run_1/m1.png
Scale bar: 20 um. Supply wires on this layer in grey.
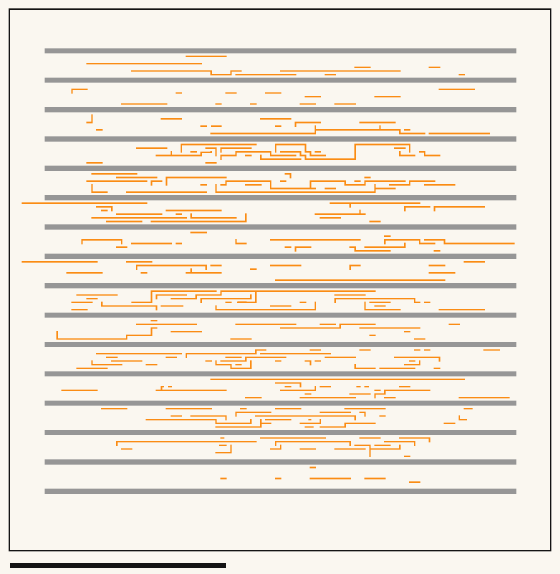
run_1/m2.png
Scale bar: 20 um.
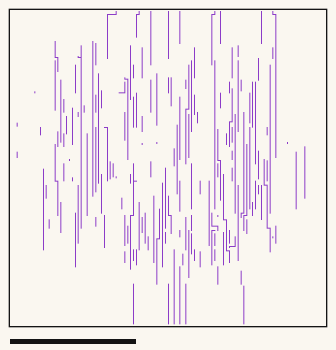
run_1/m3.png
Cells faint in the background.
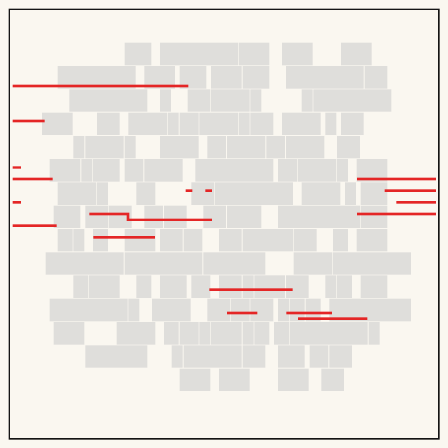
Design shift_seq_ctrl, sky130hd; sources not shown.
==> datasheet_impl.txt <==
Characteristics after synthesis and place and route

Parameter                              Value

Worst setup path
  Data arrival time of the worst path .................. 1090 ps
  CP Cell Sequence .................. dlygate4sd2_1
  Biggest cell delay along the critical path .................. 420 ps
  Buffers plus inverters on the worst setup path .................. 1
  Required @ worst endpoint .................. approximately 1200 ps
  Setup crit end kind .................. output port
  Number of gates on the worst path with buffers counted .................. 1
  FF-to-FF path depth .................. 5
  Minimum setup slack among reg-to-reg paths .................. 200 ps
  Highest net fanout along the worst path .................. 4
  Setup CP Type .................. reg2out
  Master of the slowest instance on the critical path .................. sky130_fd_sc_hd__dlygate4sd2_1
  CP startpoint kind .................. flop
  Gate family responsible for the most delay along the worst path .................. buffers and inverters

Synth
  Commonest register cell after synthesis .................. sky130_fd_sc_hd__dfrtp_1
  Warning count from the yosys run .................. 0
  Number of cells produced by synthesis .................. between 80 and 90
  Area of the mapped netlist .................. 911 um2
  Flops & latches, synth .................. 14
  Cell type contributing the most total cell area after synthesis .................. sky130_fd_sc_hd__dfrtp_1
  Net count after synthesis .................. 106
  Commonest cells post-synth .................. sky130_fd_sc_hd__dfrtp_1 (14), sky130_fd_sc_hd__nand2_1 (10), sky130_fd_sc_hd__nor2b_1 (9)
  Number of distinct library cells after synthesis .................. 26
  Number of cells in the yosys synthesis report .................. between 80 and 90
  Post-synth tally of flip-flops with integrated enable .................. 0
  Summed standard-cell area reported by yosys .................. 911 um2
  Seq/Total Area, Yosys .................. 38.5%
  Most area-consuming cells after synthesis .................. sky130_fd_sc_hd__dfrtp_1 (38%), sky130_fd_sc_hd__a211oi_2 (8.2%), sky130_fd_sc_hd__o31ai_2 (8.2%), sky130_fd_sc_hd__nor2b_1 (6.2%), sky130_fd_sc_hd__buf_6 (4.9%)
  Most frequent cell after synthesis .................. sky130_fd_sc_hd__dfrtp_1
  Synth async-reset ratio .................. 100%
  Area share of the largest cell type after synthesis .................. 38.5%
  Post-synthesis area per instance .................. 10.2 um2

Place
  Dpl ws .................. -107 ps
  Count of placed standard cells including taps .................. around 150
  Quantity of I/O buffers inserted on ports .................. 24
  Total placed instance area .................. 1240 um2
  HPWL reported at the end of detailed placement .................. 1450 um

Detailed routing
  Count of routing violations after the opening detailed-route iteration .................. 11
  Detail Route met2 WL .................. 951 um
  Post-DR vias/cell .................. 5.04
  Average detailed-routed wire length per instance .................. 12.5 um
  Remaining design rule violation count .................. 0
  Highest routing layer actually used .................. met4
  TritonRoute pass-1 iters .................. 4
  Sum of routed wire segments on met1 .................. between 800 and 900 um
  Met3 WL post-DR .................. 109 um
  Remaining antenna violation count after routing .................. 0

Cells and area
  Antenna diode instance count .................. 0
  Post-route standard cell area excluding fillers .................. 1280 um2
  Filler instances .................. 134
  Total Nets Final .................. about 150
  Relative area change from synthesis to final layout .................. 40.8%
  Max FFs per register .................. 8
  Cell Count, Final, Fillers Out .................. 151
  Share of final-layout standard cells stronger than drive strength 1 .................. about a third

Timing
  Fin Setup TNS .................. 0 ps
  Count of final max-slew check failures .................. 0
  Number of endpoints failing setup at the final stage .................. 0
  Highest achievable clock rate .................. 622 MHz
  Max_slew headroom .................. between 60% and 70%
  Fraction of the cycle the final worst path needs .................. just under 100%
  RSZ-0062 raised after global routing .................. no
  Slew at the pin closest to its max-slew limit .................. a little over 500 ps
  Worst setup margin .................. 63.3 ps
  Shortest clock period the worst path allows after layout .................. 1610 ps
  Number of endpoints with negative hold slack in the final report .................. 0

GRT
  First-pass GRT wire length .................. 3230 um
  Global router's overall resource usage .................. 16.8%
  Grt ovf .................. 0
  Via count of the first global-routing pass .................. 726
  Maximum number of pins on one net before global-route repair .................. 16
  Initial antenna violation count .................. 0
  GRT Max-Usage Layer .................. met2

Floorplanning
  Chip Height .................. 50.0 um
  Number of ports placed on the die boundary .................. 25
  Number of placement rows .................. 15
  Chip width .................. 50.0 um
  Core Area .................. 1780 um2
  Initial Util .................. 51.1%
  Die Outline Area .................. 2500 um2

CTS
  Cell at the root of the clock tree .................. sky130_fd_sc_hd__clkbuf_4
  Total clock buffers created by CTS .................. 3
  Deepest clock path buffer count .................. 2
  Number of gates resized after cts .................. 10
  Reg clk slew, reported paths .................. about 90 ps
  Buffer count from post-CTS setup fixing .................. 2
  TritonCTS clock tree .................. built
  Hold-fix buffers, CTS .................. 0
  Number of clock sinks seen by CTS .................. 14
  Clock latency on the worst-skew pair .................. about 280 ps
  H-tree depth .................. 1

Job
  Number of warning messages in the logs .................. 27
  # Max-Cap Violations .................. 0

Min path
  Path type of the worst min-delay path .................. in2async

Power and ir drop
  Peak supply drop .................. 1500 uV
  Pwr dens .................. 2130 nW/um2
  Power, Total .................. 2.73 mW
  Reported leakage power .................. 0.562 nW

Run status
  Outcome .................. finished, final reports clean
## Picture notes: m1.png
share of all routed wire: 43%
wire length on this layer: 807 um
longest straight run: 23.5 um
nets with wire on the layer: 128
Global Route met1 Usage: 20.7%
via count: 761
post-detailed-routing wire length: 1890 um

## Picture notes: m2.png
main direction: vertical
share of all routed wire: 50%
longest straight run: 28.9 um
GR met2 Demand/Resource: 27.6%

## Picture notes: m3.png
main direction: horizontal
wire length on this layer: 110 um
nets with wire on the layer: 14
GR Util met3: 6.04%

run 1: layout make-up:
cell class / instances / area, um2 / share of cell area [%]
inverter: 4 / 15.0 / 1.17
timing repair buffer: 41 / 378 / 29.5
clock buffer: 3 / 22.5 / 1.76
sequential: 14 / 353 / 27.5
multi-input combinational: 64 / 483 / 37.7
tap: 25 / 31.3 / 2.44
run 1: metrics by stage:
stage / hold slack, ps / util (%)
floorplan: 21.9 / -
global placement: 395 / 69.7
finish: 335 / 71.9
CTS: 337 / 71.4
global route: 350 / 71.9
detailed placement: 405 / 69.7
run 1: cells by family (layout without fill, tap and decap cells):
family	Yosys count	in the layout	synth area share, %
buf+inv	11	48	8.79
compound gates	25	25	26.9
fa+ha+maj	2	2	2.75
flops	14	14	38.5
simple gates	34	34	19.6
mux	3	3	3.43
run 1: cell usage in the layout (no fill, tap or decap), drive strengths merged:
cell / Yosys / layout
o22a: 1 / 1
nand2: 10 / 10
ha: 2 / 2
o32ai: 1 / 1
clkbuf: 0 / 3
a21oi: 5 / 5
o21ai: 4 / 4
inv: 4 / 4
a211oi: 6 / 6
mux2i: 2 / 2
nor2: 8 / 8
or3b: 1 / 1
o21bai: 1 / 1
nor2b: 9 / 9
and4b: 1 / 1
o31ai: 6 / 6
dlygate4sd2: 0 / 8
nor3b: 1 / 1
clkdlybuf4s50: 0 / 14
dfrtp: 14 / 14
nand2b: 1 / 1
mux2: 1 / 1
and4bb: 1 / 1
nor3: 2 / 2
buf: 7 / 19
a31oi: 1 / 1
run 1: power breakdown:
part | internal, mW | total [mW] | leakage (nW) | switching [mW]
registers | 0.520 | 0.699 | 0.164 | 0.179
logic | 0.916 | 1.84 | 0.384 | 0.928
clock network | 0.0837 | 0.192 | 0.0138 | 0.108
Power and IR drop assume default switching activity.
